--- src/rtl/instr_fetch_stage.sv ---
// Instruction-fetch stage: owns the PC, drives the I-mem address, and loads the IF/ID register.
// Per-edge behaviour is chosen by priority: redirect, flush, stall, then normal fetch.
module instr_fetch_stage #(
    parameter int unsigned           ADDR_W    = 64,
    parameter int unsigned           INSTR_W   = 32,
    parameter logic [ADDR_W-1:0]     RESET_PC  = '0,
    parameter logic [INSTR_W-1:0]    NOP_INSTR = 32'hD503201F,
    parameter int unsigned           CNT_W     = 32
) (
    input  logic               clk,
    input  logic               reset,
    input  logic               stall,
    input  logic               flush,
    input  logic               br_taken,
    input  logic [ADDR_W-1:0]  br_target,
    output logic [ADDR_W-1:0]  imem_addr,
    input  logic [INSTR_W-1:0] imem_rdata,
    output logic               if_id_valid,
    output logic [ADDR_W-1:0]  if_id_pc,
    output logic [INSTR_W-1:0] if_id_instr,
    output logic [CNT_W-1:0]   fetch_count
);

    logic [ADDR_W-1:0]  pc_q, pc_d;
    logic               valid_q, valid_d;
    logic [ADDR_W-1:0]  id_pc_q, id_pc_d;
    logic [INSTR_W-1:0] id_instr_q, id_instr_d;
    logic [CNT_W-1:0]   fetch_count_q, fetch_count_d;
    logic [ADDR_W-1:0]  pc_plus4;

    assign pc_plus4 = pc_q + ADDR_W'(4);

    always_comb begin
        pc_d          = pc_q;
        valid_d       = valid_q;
        id_pc_d       = id_pc_q;
        id_instr_d    = id_instr_q;
        fetch_count_d = fetch_count_q;
        if (br_taken) begin
            // Targets are word aligned; the low two bits are dropped.
            pc_d       = br_target & ~ADDR_W'(3);
            valid_d    = 1'b0;
            id_pc_d    = '0;
            id_instr_d = NOP_INSTR;
        end else if (flush) begin
            if (!stall) begin
                pc_d = pc_plus4;
            end
            valid_d    = 1'b0;
            id_pc_d    = '0;
            id_instr_d = NOP_INSTR;
        end else if (!stall) begin
            pc_d       = pc_plus4;
            valid_d    = 1'b1;
            id_pc_d    = pc_q;
            id_instr_d = imem_rdata;
            if (fetch_count_q != '1) begin
                fetch_count_d = fetch_count_q + CNT_W'(1);
            end
        end
    end

    always_ff @(posedge clk or negedge reset) begin
        if (!reset) begin
            pc_q          <= RESET_PC;
            valid_q       <= 1'b0;
            id_pc_q       <= '0;
            id_instr_q    <= NOP_INSTR;
            fetch_count_q <= '0;
        end else begin
            pc_q          <= pc_d;
            valid_q       <= valid_d;
            id_pc_q       <= id_pc_d;
            id_instr_q    <= id_instr_d;
            fetch_count_q <= fetch_count_d;
        end
    end

    assign imem_addr   = pc_q;
    assign if_id_valid = valid_q;
    assign if_id_pc    = id_pc_q;
    assign if_id_instr = id_instr_q;
    assign fetch_count = fetch_count_q;

endmodule

--- config.mk ---
export PLATFORM = sky130hd
export DESIGN_NAME = instr_fetch_stage
export DESIGN_NICKNAME = d
export VERILOG_FILES = /design/src/rtl/instr_fetch_stage.sv
export SDC_FILE = /design/constraint.sdc
export NUM_CORES = 1
export LEC_CHECK = 0
export CORE_UTILIZATION = 30
export CTS_CLUSTER_SIZE = 8
export DETAILED_ROUTE_END_ITERATION = 12
export PLACE_DENSITY = 0.56
export REMOVE_ABC_BUFFERS = 1
export SLEW_MARGIN = 20
export SYNTH_ARGS = -nofsm -noshare
export SYNTH_HDL_FRONTEND = slang
export SYNTH_SLANG_ARGS = --single-unit
--- constraint.sdc ---
create_clock -name clk -period 5.1 [get_ports clk]
set_input_delay 0.765 -clock clk [delete_from_list [all_inputs] [get_ports clk]]
set_output_delay 0.765 -clock clk [all_outputs]
set_load 0.01 [all_outputs]
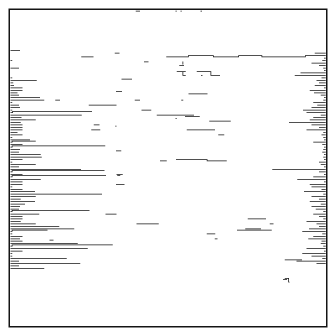
m3.png
The longest straight run is 55.2 µm. The layer carries 1930 µm of wire. The wires run mostly horizontal. 198 nets have wire on it. The layer holds 6.8% of the routed length.

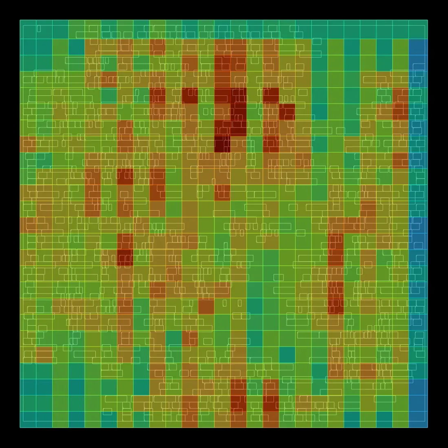
congestion_map.png
GR Util All Layers: 18.8%
final core occ: 43.6%
met3 usage: 5.39%
busiest layer in global routing: met2
met1 usage: 25.8%

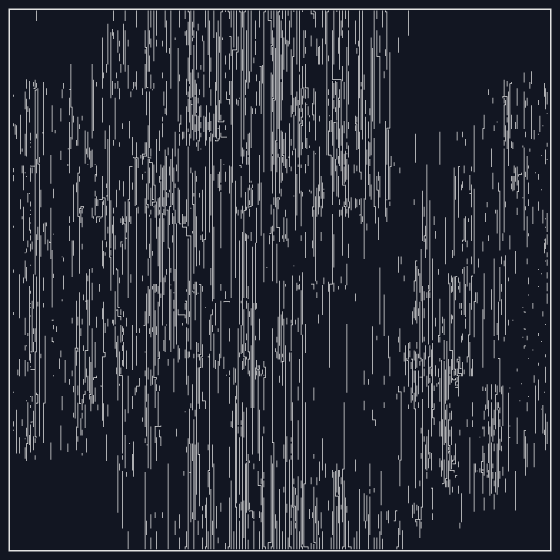
m2.png
The wires run mostly vertical. The layer carries 12800 µm of wire. The layer holds 45% of the routed length.

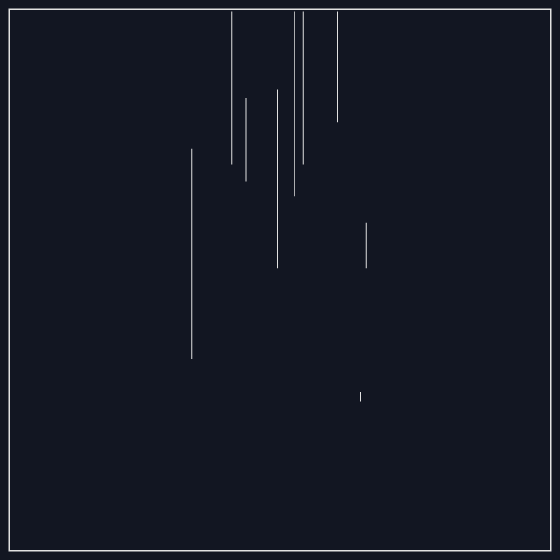
m4.png
The layer carries 360 µm of wire. The layer holds 1.3% of the routed length. The longest straight run is 67.3 µm. 7 nets have wire on it.

-- metrics by stage --
stage | instances | utilization [%]
6_report | 1497 | 43.6
2_1_floorplan | 782 | -
4_1_cts | 1496 | 43.6
3_3_place_gp | 1464 | 41.7
3_5_place_dp | 1464 | 41.7
5_1_grt | 1496 | 43.6
-- placed cells by master, fill, tap and decap left out, types with 3 or more instances in the layout --
cell and count:
nor4_1 11, xnor2_1 25, inv_1 10, mux2i_1 4, and4_1 16, nor2_1 43, or3_1 14, and3_1 11
o31ai_1 8, inv_8 4, clkdlybuf4s50_1 287, nand3_1 38, or4_1 11, o211ai_1 4, and2_1 6, nand4_1 52
clkinv_4 4, nor3_1 14, a22o_1 77, dfrtp_1 177, o22a_1 13, nand2_1 87, buf_4 9, o21ai_0 51
xor2_1 39, inv_6 3, dfstp_2 13, a31oi_1 18, nor2b_1 4, clkbuf_16 17, a311o_1 3
-- metal layers --
metal | up-vias | wire length [µm]
met2 | 243 | 12800
met4 | 0 | 360
met5 | - | 0
met1 | 3736 | 13200
met3 | 22 | 1930
li1 | 3638 | -
-- registers in the layout, summed over array words and instances, names as in the netlist --
name / flops
fetch_count: 32
if_id_instr: 32
if_id_valid: 1
if_id_pc: 63
imem_addr: 62
-- critical path: stages --
cell and delay [ps]:
clkdlybuf4s50_1 600, and3b_1 510, and4_1 450, nand4_1 310, or4_1 550, a31oi_1 190
-- final timing paths --
path                                  to  slack [ps]  cells past startpoint
max                        imem_addr[55]        2070                      6
min                         if_id_pc[55]         420                      1
max reg2reg                imem_addr[54]        2200                      5
min reg2reg                 if_id_pc[42]         480                      2
max in group asynchronous    if_id_pc[1]        3410                      2
min in group clk            if_id_pc[42]         480                      2
-- cell families after synthesis --
logic type / count (synthesis) / share of synthesized area [%]
xor+xnor: 64 / 6.34
buf+inv: 75 / 3.57
mux: 7 / 0.835
fa+ha+maj: 2 / 0.283
other cells: 1 / 0.0424
flops: 190 / 54.0
compound gates: 185 / 15.4
simple gates: 322 / 19.5
-- layout make-up --
class | instances | area [µm²] | share of cell area [%]
Sequential cell | 190 | 4770 | 37.9
Multi-Input combinational cell | 582 | 3770 | 30.0
Timing Repair Buffer | 298 | 2960 | 23.5
Tap cell | 384 | 480 | 3.82
Clock buffer | 19 | 443 | 3.52
Clock inverter | 13 | 121 | 0.964
Inverter | 10 | 37.5 | 0.298
Antenna cell | 1 | 2.50 | 0.0199
-- power breakdown --
group	total (mW)	switching, mW	internal, mW
clock	1.32	0.662	0.661
sequential	1.73	0.134	1.60
combinational	0.573	0.262	0.311
==> deck_impl_summary.md <==
Synthesis and Place & Route Summary

Setup path
  – Crit path max fanout: 8
  – Worst r2r src: imem_addr[26]
  – Critical Path AT: between 3000 and 4000 ps

Final layout
  – Layout cells sized above 1: 6.03%
  – Layout area overhead: 42.4%
  – Post-layout nets: 1202

Global route
  – Antenna violations before repair: 1
  – Total gr overflow: 0

Status
  – Status: finished clean

STA
  – Final Skew: ~17 ps
  – Worst slew pin tran: ~1000 ps
  – Final Cycle Share: 59.5%

Synth
  – Yosys synthesis chip area: 8840 µm²
  – Synth Instances: 846
  – Post-Synthesis Cell Area: approximately 9000 µm²

Clocking
  – CTS tree: done

Floorplan
  – # rows: 62

Job
  – Max Cap Violations: 0

Detailed routing
  – Vias per cell: 5.10
  – Avg WL per Cell: about 19 µm
  – Drt first pass iters: 5

Place
  – Final GP Congestion: 0.766
Power is estimated from default activity; no workload was simulated.
